### src/rtl/hazard_ctrl_if.sv
// Pipeline-to-hazard-controller bundle: decoded hazard inputs from ID/EX/MEM
// and the stall/flush/redirect strobes back to the pipeline registers.
// master = pipeline side, slave = hazard controller.
interface hazard_ctrl_if;
  logic [4:0] id_rs1;
  logic [4:0] id_rs2;
  logic       id_uses_rs1;
  logic       id_uses_rs2;
  logic [4:0] ex_rd;
  logic       ex_mem_read;
  logic       ex_redirect;
  logic       mem_req;
  logic       mem_ready;
  logic       pc_stall;
  logic       ifid_stall;
  logic       ifid_flush;
  logic       idex_stall;
  logic       idex_flush;
  logic       exmem_stall;
  logic       memwb_bubble;
  logic       pc_redirect;
  logic       busy;
  logic       mem_timeout;

  modport master (
    output id_rs1, id_rs2, id_uses_rs1, id_uses_rs2, ex_rd, ex_mem_read,
           ex_redirect, mem_req, mem_ready,
    input  pc_stall, ifid_stall, ifid_flush, idex_stall, idex_flush,
           exmem_stall, memwb_bubble, pc_redirect, busy, mem_timeout
  );

  modport slave (
    input  id_rs1, id_rs2, id_uses_rs1, id_uses_rs2, ex_rd, ex_mem_read,
           ex_redirect, mem_req, mem_ready,
    output pc_stall, ifid_stall, ifid_flush, idex_stall, idex_flush,
           exmem_stall, memwb_bubble, pc_redirect, busy, mem_timeout
  );
endinterface

### src/rtl/hazard_ctrl.sv
// hazard_ctrl: stall/flush/redirect sequencer for the 5-stage core.
// Resolves data-memory waits (with timeout), load-use and control hazards.
// Optional macro HAZARD_PERF_CNT_EN adds saturating perf counters and perf_clr.
//
// state    | meaning
// RUN      | normal flow; a memstall here freezes the pipe and enters MEM_WAIT
// MEM_WAIT | data memory access outstanding; wait_cnt counts frozen cycles
module hazard_ctrl #(
  parameter int MEM_TIMEOUT = 15,
  parameter int CNT_W       = 16
) (
  input  logic            clk,
  input  logic            rst_n,
  hazard_ctrl_if.slave    hz
`ifdef HAZARD_PERF_CNT_EN
  ,
  input  logic            perf_clr,
  output logic [CNT_W-1:0] stall_cycles,
  output logic [CNT_W-1:0] lu_stalls,
  output logic [CNT_W-1:0] flushes
`endif
);

  localparam int CW = $clog2(MEM_TIMEOUT + 1);
  localparam logic [CW-1:0] TMO = CW'(MEM_TIMEOUT);

  if (MEM_TIMEOUT < 1) begin : g_bad_timeout
    $error("hazard_ctrl: MEM_TIMEOUT must be >= 1");
  end
  if (CNT_W < 1) begin : g_bad_cnt_w
    $error("hazard_ctrl: CNT_W must be >= 1");
  end

  typedef enum logic {RUN = 1'b0, MEM_WAIT = 1'b1} state_t;

  state_t        state, state_nxt;
  logic [CW-1:0] wait_cnt, wait_cnt_nxt;
  logic          timeout_q, timeout_set;
  logic          at_limit, memstall, luhaz, do_redirect, do_lu;

  // hazard detection and priority resolution
  always_comb begin
    at_limit    = (state == MEM_WAIT) && (wait_cnt == TMO);
    memstall    = hz.mem_req & ~hz.mem_ready & ~at_limit;
    luhaz       = hz.ex_mem_read & (hz.ex_rd != 5'd0) &
                  ((hz.id_uses_rs1 & (hz.id_rs1 == hz.ex_rd)) |
                   (hz.id_uses_rs2 & (hz.id_rs2 == hz.ex_rd)));
    // a redirect kills the ID instruction, so its load-use hazard is moot
    do_redirect = ~memstall & hz.ex_redirect;
    do_lu       = ~memstall & ~hz.ex_redirect & luhaz;
  end

  assign hz.pc_stall     = memstall | do_lu;
  assign hz.ifid_stall   = memstall | do_lu;
  assign hz.ifid_flush   = do_redirect;
  assign hz.idex_stall   = memstall;
  assign hz.idex_flush   = do_redirect | do_lu;
  assign hz.exmem_stall  = memstall;
  assign hz.memwb_bubble = memstall;
  assign hz.pc_redirect  = do_redirect;
  assign hz.busy         = (state == MEM_WAIT);
  assign hz.mem_timeout  = timeout_q;

  // next-state and wait counter
  always_comb begin
    state_nxt    = state;
    wait_cnt_nxt = wait_cnt;
    timeout_set  = 1'b0;
    case (state)
      RUN: begin
        if (memstall) begin
          state_nxt    = MEM_WAIT;
          wait_cnt_nxt = CW'(1);
        end
      end
      MEM_WAIT: begin
        // mem_req dropping mid-wait is illegal; treat it as a release
        if (!hz.mem_req || hz.mem_ready) begin
          state_nxt    = RUN;
          wait_cnt_nxt = '0;
        end else if (at_limit) begin
          state_nxt    = RUN;
          wait_cnt_nxt = '0;
          timeout_set  = 1'b1;
        end else begin
          wait_cnt_nxt = wait_cnt + CW'(1);
        end
      end
      default: begin
        state_nxt    = RUN;
        wait_cnt_nxt = '0;
      end
    endcase
  end

  // state, counter and sticky timeout registers
  always_ff @(posedge clk or negedge rst_n) begin
    if (!rst_n) begin
      state     <= RUN;
      wait_cnt  <= '0;
      timeout_q <= 1'b0;
    end else begin
      state     <= state_nxt;
      wait_cnt  <= wait_cnt_nxt;
      if (timeout_set) timeout_q <= 1'b1;
    end
  end

`ifdef HAZARD_PERF_CNT_EN
  // saturating performance counters
  always_ff @(posedge clk or negedge rst_n) begin
    if (!rst_n) begin
      stall_cycles <= '0;
      lu_stalls    <= '0;
      flushes      <= '0;
    end else if (perf_clr) begin
      stall_cycles <= '0;
      lu_stalls    <= '0;
      flushes      <= '0;
    end else begin
      if (memstall && (stall_cycles != '1)) stall_cycles <= stall_cycles + CNT_W'(1);
      if (do_lu && (lu_stalls != '1))       lu_stalls    <= lu_stalls + CNT_W'(1);
      if (do_redirect && (flushes != '1))   flushes      <= flushes + CNT_W'(1);
    end
  end
`endif

endmodule
### src/flat_wrapper.sv
// flat-port wrapper written by rule: the top's interface ports become plain ports
module hazard_ctrl_flat 
#(
  parameter int MEM_TIMEOUT = 15,
  parameter int CNT_W       = 16
)
  (clk, rst_n, hz_id_rs1, hz_id_rs2, hz_id_uses_rs1, hz_id_uses_rs2, hz_ex_rd, hz_ex_mem_read, hz_ex_redirect, hz_mem_req, hz_mem_ready, hz_pc_stall, hz_ifid_stall, hz_ifid_flush, hz_idex_stall, hz_idex_flush, hz_exmem_stall, hz_memwb_bubble, hz_pc_redirect, hz_busy, hz_mem_timeout);
  hazard_ctrl_if hz_i ();
  input  logic clk;
  input  logic rst_n;
  input wire logic [$bits(hz_i.id_rs1)-1:0] hz_id_rs1;
  input wire logic [$bits(hz_i.id_rs2)-1:0] hz_id_rs2;
  input wire logic [$bits(hz_i.id_uses_rs1)-1:0] hz_id_uses_rs1;
  input wire logic [$bits(hz_i.id_uses_rs2)-1:0] hz_id_uses_rs2;
  input wire logic [$bits(hz_i.ex_rd)-1:0] hz_ex_rd;
  input wire logic [$bits(hz_i.ex_mem_read)-1:0] hz_ex_mem_read;
  input wire logic [$bits(hz_i.ex_redirect)-1:0] hz_ex_redirect;
  input wire logic [$bits(hz_i.mem_req)-1:0] hz_mem_req;
  input wire logic [$bits(hz_i.mem_ready)-1:0] hz_mem_ready;
  output wire logic [$bits(hz_i.pc_stall)-1:0] hz_pc_stall;
  output wire logic [$bits(hz_i.ifid_stall)-1:0] hz_ifid_stall;
  output wire logic [$bits(hz_i.ifid_flush)-1:0] hz_ifid_flush;
  output wire logic [$bits(hz_i.idex_stall)-1:0] hz_idex_stall;
  output wire logic [$bits(hz_i.idex_flush)-1:0] hz_idex_flush;
  output wire logic [$bits(hz_i.exmem_stall)-1:0] hz_exmem_stall;
  output wire logic [$bits(hz_i.memwb_bubble)-1:0] hz_memwb_bubble;
  output wire logic [$bits(hz_i.pc_redirect)-1:0] hz_pc_redirect;
  output wire logic [$bits(hz_i.busy)-1:0] hz_busy;
  output wire logic [$bits(hz_i.mem_timeout)-1:0] hz_mem_timeout;
  assign hz_i.id_rs1 = hz_id_rs1;
  assign hz_i.id_rs2 = hz_id_rs2;
  assign hz_i.id_uses_rs1 = hz_id_uses_rs1;
  assign hz_i.id_uses_rs2 = hz_id_uses_rs2;
  assign hz_i.ex_rd = hz_ex_rd;
  assign hz_i.ex_mem_read = hz_ex_mem_read;
  assign hz_i.ex_redirect = hz_ex_redirect;
  assign hz_i.mem_req = hz_mem_req;
  assign hz_i.mem_ready = hz_mem_ready;
  assign hz_pc_stall = hz_i.pc_stall;
  assign hz_ifid_stall = hz_i.ifid_stall;
  assign hz_ifid_flush = hz_i.ifid_flush;
  assign hz_idex_stall = hz_i.idex_stall;
  assign hz_idex_flush = hz_i.idex_flush;
  assign hz_exmem_stall = hz_i.exmem_stall;
  assign hz_memwb_bubble = hz_i.memwb_bubble;
  assign hz_pc_redirect = hz_i.pc_redirect;
  assign hz_busy = hz_i.busy;
  assign hz_mem_timeout = hz_i.mem_timeout;
  hazard_ctrl #(.MEM_TIMEOUT(MEM_TIMEOUT), .CNT_W(CNT_W)) u_core (.clk(clk), .rst_n(rst_n), .hz(hz_i));
endmodule
### config.mk
export PLATFORM = sky130hd
export DESIGN_NAME = hazard_ctrl_flat
export DESIGN_NICKNAME = d
export VERILOG_FILES = /design/src/rtl/hazard_ctrl_if.sv /design/src/rtl/hazard_ctrl.sv /design/src/flat_wrapper.sv
export SDC_FILE = /design/constraint.sdc
export NUM_CORES = 1
export LEC_CHECK = 0
export ABC_AREA = 0
export CORE_AREA = 2 2 39 41
export CTS_BUF_LIST = sky130_fd_sc_hd__clkbuf_8
export DETAILED_ROUTE_END_ITERATION = 8
export DIE_AREA = 0 0 41 43
export GPL_TIMING_DRIVEN = 0
export PLACE_DENSITY = 0.79
export SETUP_SLACK_MARGIN = 0.15
export SLEW_MARGIN = 20
export SYNTH_ARGS = -nofsm -noshare
export SYNTH_HDL_FRONTEND = slang
export SYNTH_SLANG_ARGS = --single-unit
### constraint.sdc
create_clock -name clk -period 2.3 [get_ports clk]
set_input_delay 0.46 -clock clk [delete_from_list [all_inputs] [get_ports clk]]
set_output_delay 0.46 -clock clk [all_outputs]
set_load 0.05 [all_outputs]
Figure 1. Placed standard cells (run 1).
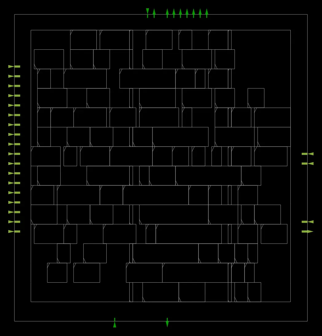
final cell count without fillers: 109
number of flip-flops and latches: 6
fill count: 114
sequential share of cell area: 0.160

Figure 2. Cells coloured by class (run 1).
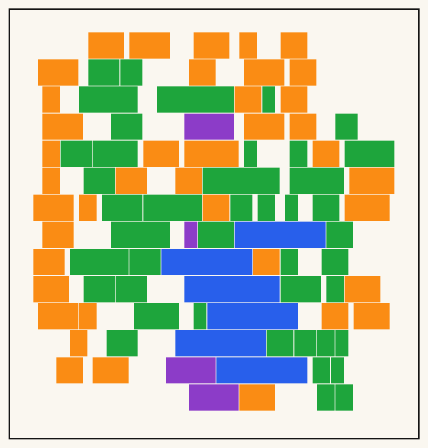
- orange: remaining buffers and delay cells (cells 40)
- purple: clock drivers and dummy loads (cells 4)
- green: combinational and other logic (cells 43)
- blue: sequential cells (cells 6)
core region area: 0.00138 mm^2
Non-Filler Cell Area, Final: 948 um^2

Figure 3. Metal 3 (run 1).
Scale bar: 10 um.
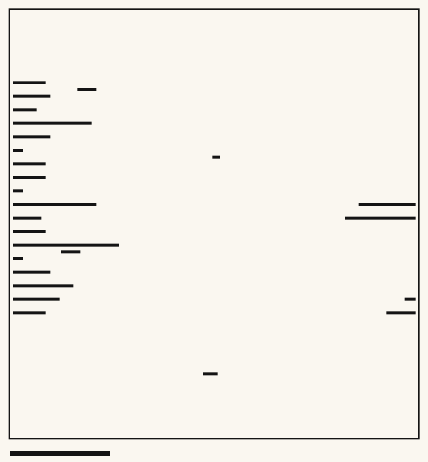
- longest straight run: 10.3 um
- wire length on this layer: 88.3 um
- nets with wire on the layer: 24
- share of all routed wire: 6.2%

==> changes_impl.md, run 1 <==
### Metrics

- Total routing resource utilization after global routing: 0.188
- Endpoint type of the worst setup path: output port
- Post-synth regs: 6
- Vertical die size: 43 um
- Total iterations of the first detailed-routing run: 4
- Outcome: complete, no violations
- Proportion of netlist area held by the largest area contributor: 0.319
- Largest voltage drop on the vdd net: 0.000404 V
- Cell with the most instances after synthesis: sky130_fd_sc_hd__xor2_1
- Cell area after technology mapping: 470 um^2
- Syn-to-layout area delta: 102%
- Number of warnings in the stage logs: 29
- Number of DRC markers after the initial detailed-route iteration: 2
- CTS tree: built
- Total die size: 0.00176 mm^2
- Number of synthesis warnings: 0
- Placed Cells incl. Taps: 101
- Critical-path cell with the highest stage delay: sky130_fd_sc_hd__nor4_2
- Post-cts hold buffer count: 0
- Die width: 41 um
- Remaining Overflow, GRT: 0
- Critical path, cell by cell: buf_4 -> xor2_1 -> nor4_2 -> a32oi_2 -> o31ai_4 -> buf_6 -> buf_8
- Post-synthesis sequential area ratio: 0.319
- Count of unique library cells instantiated by Yosys: 24
- Critical Path AT: 1.73 ns
- Final worst path period need: 2.19 ns
- Min-delay worst type: in -> async
- Number of DRC violations after detailed routing: 0
- GPL Wtd Cong: 0.640
- Share of flip-flops with an asynchronous set or reset after synthesis: 1.00
- Gate Count Post-Synth: 53
- CTS clock-pin slew for the worst setup and hold paths: 0.04 ns
- Area of the synthesized netlist per yosys stat: 470 um^2
- Tightest hold margin: 0.470 ns
- Count of endpoints failing setup in the final report: 0
run 1: worst register-to-register path, cell delays in order, from the launching register on:
cell and delay [ns]:
sky130_fd_sc_hd__dfrtp_1 0.41, sky130_fd_sc_hd__ha_2 0.24, sky130_fd_sc_hd__nand4_1 0.17, sky130_fd_sc_hd__nand2_4 0.14, sky130_fd_sc_hd__inv_2 0.08, sky130_fd_sc_hd__nand3_1 0.09
sky130_fd_sc_hd__o21ai_0 0.08
run 1: cell usage in the layout (no fill, tap or decap), drive strengths merged, types with 3 or more instances in the layout:
cell type and count:
buf 26, clkbuf 4, clkdlybuf4s50 7, dfrtp 6
dlygate4sd2 3, inv 4, nand2 3, nand3 3
o21ai 5, o31ai 3, xor2 8
run 1: layout make-up:
cell class | count | area (um^2) | share of cell area
timing repair buffer | 36 | 317 | 0.334
inverter | 3 | 11.3 | 0.0119
tap | 16 | 20.0 | 0.0211
sequential | 6 | 151 | 0.160
clock buffer | 3 | 41.3 | 0.0435
multi-input combinational | 40 | 370 | 0.391
buffer | 4 | 33.8 | 0.0356
clock inverter | 1 | 3.75 | 0.00396
run 1: logic make-up after synthesis:
kind of cell               synth area share
xor gates and xnor gates              0.186
adders and majority gates            0.0266
buffers and inverters                0.0878
muxes                                0.0213
and+or+nand+nor                       0.197
AOI/OAI and AO/OA                     0.162
DFF                                   0.319
run 1: sequential cells by signal (all words and copies together), names as in the netlist:
register               count
u_core.hz.mem_timeout      1
u_core.hz.busy             1
u_core.wait_cnt            4
run 1: path summary, 6_finish.rpt:
| kind | end | start | depth (start not counted) | slack [ns] |
|---|---|---|---|---|
| setup / recovery | hz_pc_stall | hz_ex_rd[1] | 7 | 0.11 |
| hold / removal | u_core.wait_cnt[0] | rst_n | 1 | 0.47 |
| setup reg to reg | u_core.wait_cnt[1] | u_core.wait_cnt[0] | 6 | 0.97 |
| hold reg to reg | u_core.hz.mem_timeout | u_core.hz.mem_timeout | 1 | 0.47 |
| max in group asynchronous | u_core.hz.busy | rst_n | 1 | 1.60 |
| min in group clk | u_core.hz.mem_timeout | u_core.hz.mem_timeout | 1 | 0.47 |
run 1: timing repair:
item	in CTS	in global routing
endpoints found under the setup margin	8	8
buffers inserted	1	3
pin swaps	11	7
resized	110	10
run 1: report_power, final:
part,total [uW],internal [uW],switching [uW]
combinational,161,75.2,85.7
clock,161,115,46.6
sequential,119,112,6.90
total,441,302,139
run 1: per-layer routing:
layer,GRT usage,vias up,share of wire
met5,0,-,0
li1,-,268,-
met4,0.120,0,0.027
met1,0.146,256,0.31
met3,0.0524,4,0.061
met2,0.356,26,0.60
run 1: per-stage QoR:
step	util	setup slack (ns)	TNS, ns
final	0.685	0.106	0
after global routing	0.685	0.0260	0
after CTS	0.660	0.0936	0
after detailed placement	0.615	-1.09	-6.43
after global placement	0.615	-1.05	-6.14
after floorplan	-	-0.102	-0.102
Figure 4. Met2 routing (run 1).
Scale bar: 10 um.
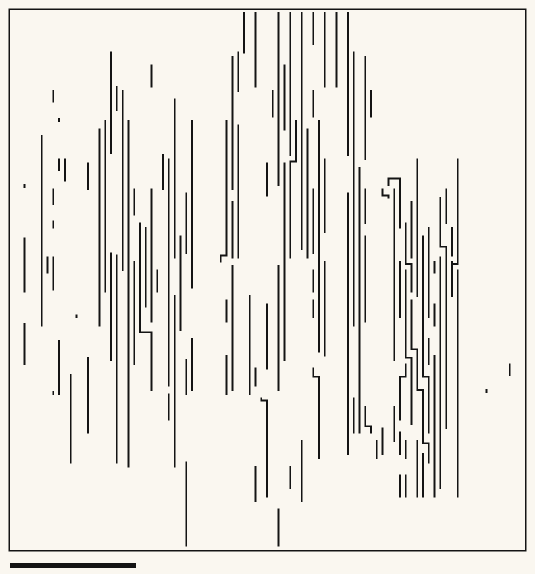

==> run 2: changes to the inputs <==
Settings changed: CAP_MARGIN set to 15, MAX_ROUTING_LAYER set to met4.
Figure 5. Met2 routing (run 2).
Scale bar: 10 um.
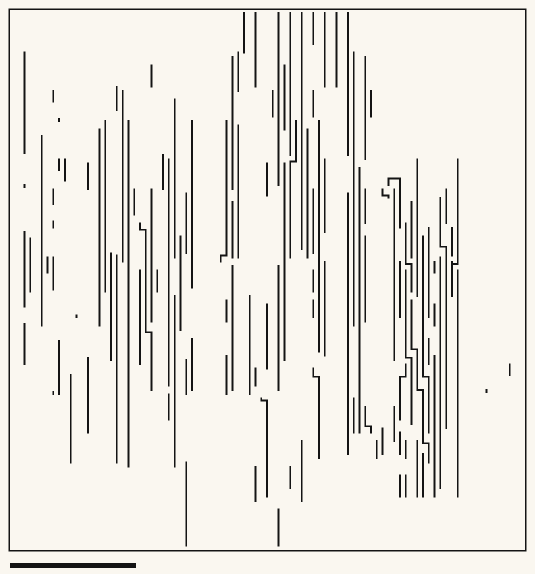
- longest straight run: 27.5 um
- main direction: vertical

==> run 2 against run 1 <==
Effect of this change: design area is the same; final cell count is the same; utilization is the same; critical path type unchanged; critical endpoint unchanged.
==> changes_impl.md, run 2 <==
### Metrics

- Pint: 302 uW (about the same)
- Proportion of layout cells with a drive suffix above 1: 0.484 (unchanged)
- Number of warnings in the stage logs: 29 (unchanged)
- End-of-flow core utilization: 0.685 (unchanged)
- Non-Filler Cell Area, Final: 948 um^2 (unchanged)
- Min-delay worst type: in -> async (unchanged)
- Number of synthesis warnings: 0 (unchanged)
- Count of unique library cells instantiated by Yosys: 24 (unchanged)
- Sequential Power Share: 0.269 (about the same)
- Final worst path period need: 2.19 ns (about the same)
- Total iterations of the first detailed-routing run: 4 (unchanged)
- R2r startpoint: u_core.wait_cnt[0] (unchanged)
- Proportion of power drawn by combinational gates: 0.365 (about the same)
- Cell with the most instances after synthesis: sky130_fd_sc_hd__xor2_1 (unchanged)
- Endpoint type of the worst setup path: output port (unchanged)
- Proportion of power drawn by the clock network: 0.366 (about the same)
- Cell area after technology mapping: 470 um^2 (unchanged)
- Critical-path cell with the highest stage delay: sky130_fd_sc_hd__nor4_2 (unchanged)
- Core region area: 0.00138 mm^2 (unchanged)
- Area of the synthesized netlist per yosys stat: 470 um^2 (unchanged)
- Remaining Overflow, GRT: 0 (unchanged)
- Fill count: 114 (unchanged)
- Critical path, cell by cell: buf_4 -> xor2_1 -> nor4_2 -> a32oi_2 -> o31ai_4 -> buf_6 -> buf_8 (unchanged)
- Critical Path Start: hz_ex_rd[1] (unchanged)
- Final cell count without fillers: 109 (unchanged)
- Outcome: complete, no violations (unchanged)
- Number of flip-flops under the largest register name: 4 (unchanged)
- Count of endpoints failing setup in the final report: 0 (unchanged)
- GPL Wtd Cong: 0.646 (was 0.640)
- Placed Cells incl. Taps: 101 (unchanged)
- Syn-to-layout area delta: 102% (unchanged)
- Vertical die size: 43 um (unchanged)
- Share of flip-flops with an asynchronous set or reset after synthesis: 1.00 (unchanged)
- Die width: 41 um (unchanged)
- Register name with the most flops: u_core.wait_cnt (unchanged)
- Number of DRC violations after detailed routing: 0 (unchanged)
- CTS clock-pin slew for the worst setup and hold paths: 0.04 ns (about the same)
- Proportion of netlist area held by the largest area contributor: 0.319 (unchanged)
- Largest voltage drop on the vdd net: 0.000403 V (was 0.000404 V)
- Total routing resource utilization after global routing: 0.193 (was 0.188)
- Post-cts hold buffer count: 0 (unchanged)
- Top logic cells by instance count in the layout: sky130_fd_sc_hd__buf_4 (12), sky130_fd_sc_hd__xor2_1 (7), sky130_fd_sc_hd__buf_6 (7), sky130_fd_sc_hd__clkdlybuf4s50_1 (7), sky130_fd_sc_hd__buf_2 (6) (unchanged)
- Most common logic cell in the routed design: sky130_fd_sc_hd__buf_4 (unchanged)
- Post-synth regs: 6 (unchanged)
- Switching power: 139 uW (about the same)
- CTS tree: built (unchanged)
Figure 6. Metal 3 (run 2).
Scale bar: 10 um.
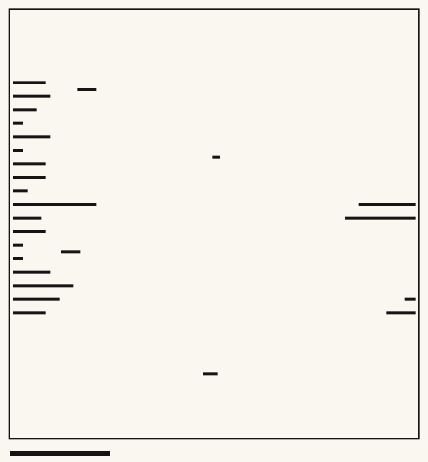
- main direction: horizontal
- nets with wire on the layer: 24
- wire length on this layer: 72.2 um

[run 2: layout make-up]
class                           instances  area, um^2  area share
Timing Repair Buffer                   36         317       0.334
Clock buffer                            3        41.3      0.0435
Tap cell                               16        20.0      0.0211
Sequential cell                         6         151       0.160
Buffer                                  4        33.8      0.0356
Multi-Input combinational cell         40         370       0.391
Inverter                                3        11.3      0.0119
Clock inverter                          1        3.75     0.00396
[run 2: kinds of logic after synthesis]
kind of cell | Yosys count | share of synthesized area
AND-OR/OR-AND | 12 | 0.162
multiplexers | 1 | 0.0213
buffers and inverters | 7 | 0.0878
adder cells (fa/ha/maj) | 1 | 0.0266
flip-flops | 6 | 0.319
XOR/XNOR | 10 | 0.186
AND/OR/NAND/NOR | 16 | 0.197
[run 2: through the flow]
stage | power, uW | setup WS, ns | hold WS, ns | TNS, ns
after global routing | 463 | 0.0260 | 0.490 | 0
after detailed placement | 273 | -1.09 | 0.470 | -6.43
after floorplan | 200 | -0.102 | 0.164 | -0.102
after CTS | 439 | 0.0936 | 0.474 | 0
after global placement | 270 | -1.05 | 0.464 | -6.14
final | 441 | 0.106 | 0.470 | 0
[run 2: power by group through the flow]
| stage | clock network (uW) | registers, uW | logic [uW] |
|---|---|---|---|
| floorplan | 0 | 125 | 75.7 |
| global placement | 0 | 119 | 151 |
| detailed placement | 0 | 120 | 153 |
| CTS | 163 | 119 | 157 |
| global route | 173 | 119 | 171 |
| finish | 161 | 119 | 161 |
[run 2: routing by layer]
layer | track usage | vias to the layer above | routed length [um]
met1 | 0.152 | 256 | 460
met4 | 0.120 | 0 | 38
met2 | 0.356 | 26 | 860
met5 | - | - | 0
li1 | - | 268 | -
met3 | 0.0419 | 4 | 72
[run 2: path summary, 6_finish.rpt]
check | endpoint | slack [ns] | cells past startpoint
hold reg to reg | u_core.hz.mem_timeout | 0.47 | 1
hold / removal | u_core.wait_cnt[0] | 0.47 | 1
setup reg to reg | u_core.wait_cnt[1] | 0.97 | 6
max in group asynchronous | u_core.hz.busy | 1.60 | 1
setup / recovery | hz_pc_stall | 0.11 | 7
min in group clk | u_core.hz.mem_timeout | 0.47 | 1
[run 2: timing repair]
action,4_1_cts,5_1_grt
endpoints found under the setup margin,8,8
setup buffers,1,3
resized,110,10
pin swaps,11,7
Figure 7. Placed standard cells (run 2).
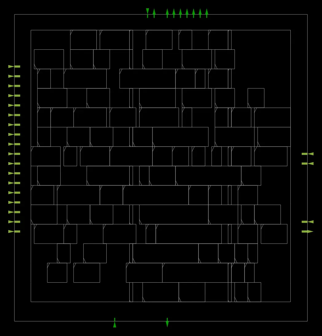

==> run 3: changes to the inputs <==
Settings changed: CAP_MARGIN 15 to 20, CELL_PAD_IN_SITES_DETAIL_PLACEMENT set to 2, CELL_PAD_IN_SITES_GLOBAL_PLACEMENT set to 2, CORE_AREA 2 2 39 41 to not set, CORE_UTILIZATION set to 19, DIE_AREA 0 0 41 43 to not set, PLACE_DENSITY 0.79 to 0.81.
Figure 8. Placed standard cells (run 3).
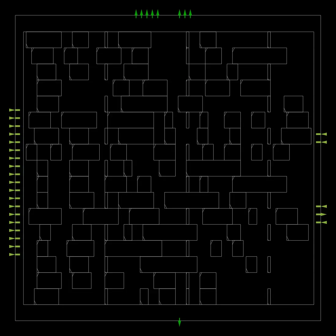
final cell count without fillers: 122
tap cell instance count: 28

Figure 9. Met2 routing (run 3).
Scale bar: 20 um.
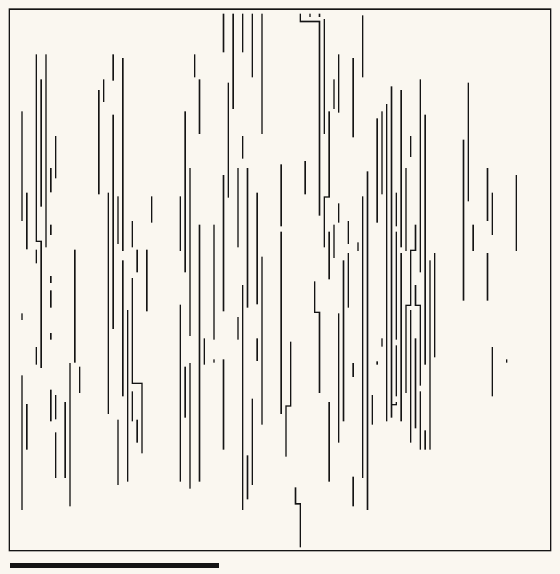
- nets with wire on the layer: 107
- share of all routed wire: 59%
- longest straight run: 32.3 um
- main direction: vertical

==> run 3 against run 2 <==
Effect of this change: worst hold slack better by 0.0089 ns; final cell count increased by 12%; sequential cell count unchanged; first-iteration DRC count is 50% higher; global-route usage decreased by 3.2 points; sequential power about the same.
==> changes_impl.md, run 3 <==
### Metrics

- Critical Path Start: hz_ex_rd[4] (was hz_ex_rd[1])
- Number of DRC violations after detailed routing: 0 (unchanged)
- Final worst path period need: 2.19 ns (about the same)
- Antenna violations before repair: 0 (unchanged)
- Vertical die size: 51.8 um (was 43 um)
- Area of the synthesized netlist per yosys stat: 470 um^2 (unchanged)
- Largest voltage drop on the vdd net: 0.000296 V (was 0.000403 V)
- Worst-case register-to-register setup slack: 0.94 ns (was 0.97 ns)
- Syn-to-layout area delta: 110% (was 102%)
- Critical path, cell by cell: buf_8 -> xor2_2 -> nor4_2 -> a32oi_2 -> o31ai_4 -> buf_6 -> buf_8 (was buf_4 -> xor2_1 -> nor4_2 -> a32oi_2 -> o31ai_4 -> buf_6 -> buf_8)
- Total power draw: 460 uW (was 441 uW)
- Number of top-level pins: 33 (unchanged)
- Endpoint type of the worst setup path: output port (unchanged)
- Number of flip-flops under the largest register name: 4 (unchanged)
- Critical-path cell with the highest stage delay: sky130_fd_sc_hd__o31ai_4 (was sky130_fd_sc_hd__nor4_2)
- Top logic cells by instance count in the layout: sky130_fd_sc_hd__buf_4 (11), sky130_fd_sc_hd__buf_6 (8), sky130_fd_sc_hd__clkdlybuf4s50_1 (8) (was sky130_fd_sc_hd__buf_4 (12), sky130_fd_sc_hd__xor2_1 (7), sky130_fd_sc_hd__buf_6 (7), sky130_fd_sc_hd__clkdlybuf4s50_1 (7), sky130_fd_sc_hd__buf_2 (6))
- Register name with the most flops: u_core.wait_cnt (unchanged)
- Most common logic cell in the routed design: sky130_fd_sc_hd__buf_4 (unchanged)
- Count of endpoints failing setup in the final report: 0 (unchanged)
- Tightest hold margin: 0.479 ns (was 0.470 ns)
- Clock root buffer: sky130_fd_sc_hd__clkbuf_8 (unchanged)
- Clock latency of the later-clocked register in the worst-skew pair: 0.23 ns (about the same)
- Slew HR: 0.672 (was 0.670)
- Synthesized net count: 77 (unchanged)
- Post-synthesis sequential area ratio: 0.319 (unchanged)
- Fill count: 243 (was 114)
- Logic area: 388 um^2 (was 370 um^2)
- Worst reg2reg endpoint: u_core.wait_cnt[1] (unchanged)
- Cell with the most instances after synthesis: sky130_fd_sc_hd__xor2_1 (unchanged)
- CTS tree: built (unchanged)
- Storage cell area: 153 um^2 (was 151 um^2)
- Cell area after technology mapping: 470 um^2 (unchanged)
- Non-Filler Cell Area, Final: 990 um^2 (was 948 um^2)
- Proportion of layout cells with a drive suffix above 1: 0.521 (was 0.484)
- Core region area: 0.00228 mm^2 (was 0.00138 mm^2)
- Post-synth regs: 6 (unchanged)
- Critical Path AT: 1.73 ns (about the same)
- Share of flip-flops with an asynchronous set or reset after synthesis: 1.00 (unchanged)
- Length in cells of the worst reg-to-reg path: 6 (unchanged)
- Total routing resource utilization after global routing: 0.161 (was 0.193)
- Power per standard cell area: 465 mW/mm^2 (about the same)
- Proportion of netlist area held by the largest area contributor: 0.319 (unchanged)
- CTS clock-pin slew for the worst setup and hold paths: 0.04 ns (about the same)
- Total die size: 0.00268 mm^2 (was 0.00176 mm^2)
- Gate Count Post-Synth: 53 (unchanged)
- Min-delay worst type: in -> async (unchanged)
- Post-cts hold buffer count: 0 (unchanged)
- Number of synthesis warnings: 0 (unchanged)
- Timing endpoint of the critical path: hz_pc_stall (unchanged)
- Remaining Overflow, GRT: 0 (unchanged)
- End-of-flow core utilization: 0.435 (was 0.685)
- GPL Wtd Cong: 0.772 (was 0.646)
- Outcome: complete, no violations (unchanged)
- Die width: 51.8 um (was 41 um)
- Total iterations of the first detailed-routing run: 3 (was 4)
- Count of unique library cells instantiated by Yosys: 24 (unchanged)
- Number of warnings in the stage logs: 29 (unchanged)
- R2r startpoint: u_core.wait_cnt[1] (was u_core.wait_cnt[0])
- Number of nets still failing antenna checks after routing: 0 (unchanged)
- Number of DRC markers after the initial detailed-route iteration: 3 (was 2)
==> run 3: worst min path at each step <==
stage	cells after the start	startpoint	to	slack, ns
final	1	rst_n	u_core.wait_cnt[1]	0.48
after global routing	1	rst_n	u_core.hz.mem_timeout	0.50
after CTS	1	rst_n	u_core.wait_cnt[2]	0.48
after detailed placement	1	u_core.hz.mem_timeout	u_core.hz.mem_timeout	0.47
after global placement	1	u_core.wait_cnt[3]	u_core.wait_cnt[3]	0.47
after floorplan	0	rst_n	u_core.hz.busy	0.16
==> run 3: area by class of cell <==
cell class / instances / area share
Inverter: 3 / 0.0114
Buffer: 4 / 0.0341
Sequential cell: 6 / 0.154
Clock buffer: 3 / 0.0417
Clock inverter: 1 / 0.00379
Multi-Input combinational cell: 40 / 0.392
Timing Repair Buffer: 37 / 0.327
Tap cell: 28 / 0.0354
==> run 3: per-stage QoR <==
| stage | setup TNS, ns | setup slack [ns] | cells |
|---|---|---|---|
| final | 0 | 0.110 | 122 |
| after CTS | 0 | 0.0938 | 119 |
| after global placement | -6.32 | -1.07 | 113 |
| after floorplan | -0.102 | -0.102 | 53 |
| after global routing | 0 | 0.0276 | 122 |
| after detailed placement | -6.72 | -1.10 | 113 |
==> run 3: repair_timing <==
item,in CTS,in global routing
buffers inserted,2,3
setup endpoints to repair,8,7
gates resized,116,10
gates cloned,0,0
pin swaps,15,6
==> run 3: cell families (layout without fill, tap and decap cells) <==
logic type / Yosys count / count (layout) / synth area share
mux: 1 / 1 / 0.0213
buf+inv: 7 / 48 / 0.0878
fa+ha+maj: 1 / 1 / 0.0266
xor+xnor: 10 / 10 / 0.186
simple gates: 16 / 16 / 0.197
flops: 6 / 6 / 0.319
compound gates: 12 / 12 / 0.162
==> run 3: critical path: cells and delay by family <==
kind            cells  cell delay, ns
compound gates      2            0.46
simple gates        1            0.27
xor+xnor            1            0.17
buf+inv             3            0.37
==> run 3: power by group <==
group	total (uW)	switching, uW	internal [uW]
Clock	170	54.3	115
Combinational	168	89.4	79.0
Sequential	122	9.56	112
Total	460	153	307
==> run 3: layer usage <==
layer | GRT usage | share of wire | vias up
li1 | - | - | 264
met1 | 0.143 | 0.34 | 267
met2 | 0.325 | 0.59 | 27
met3 | 0.0497 | 0.063 | 2
met4 | 0.0405 | 0.010 | 0
met5 | - | 0 | -
Power and IR drop assume default switching activity.
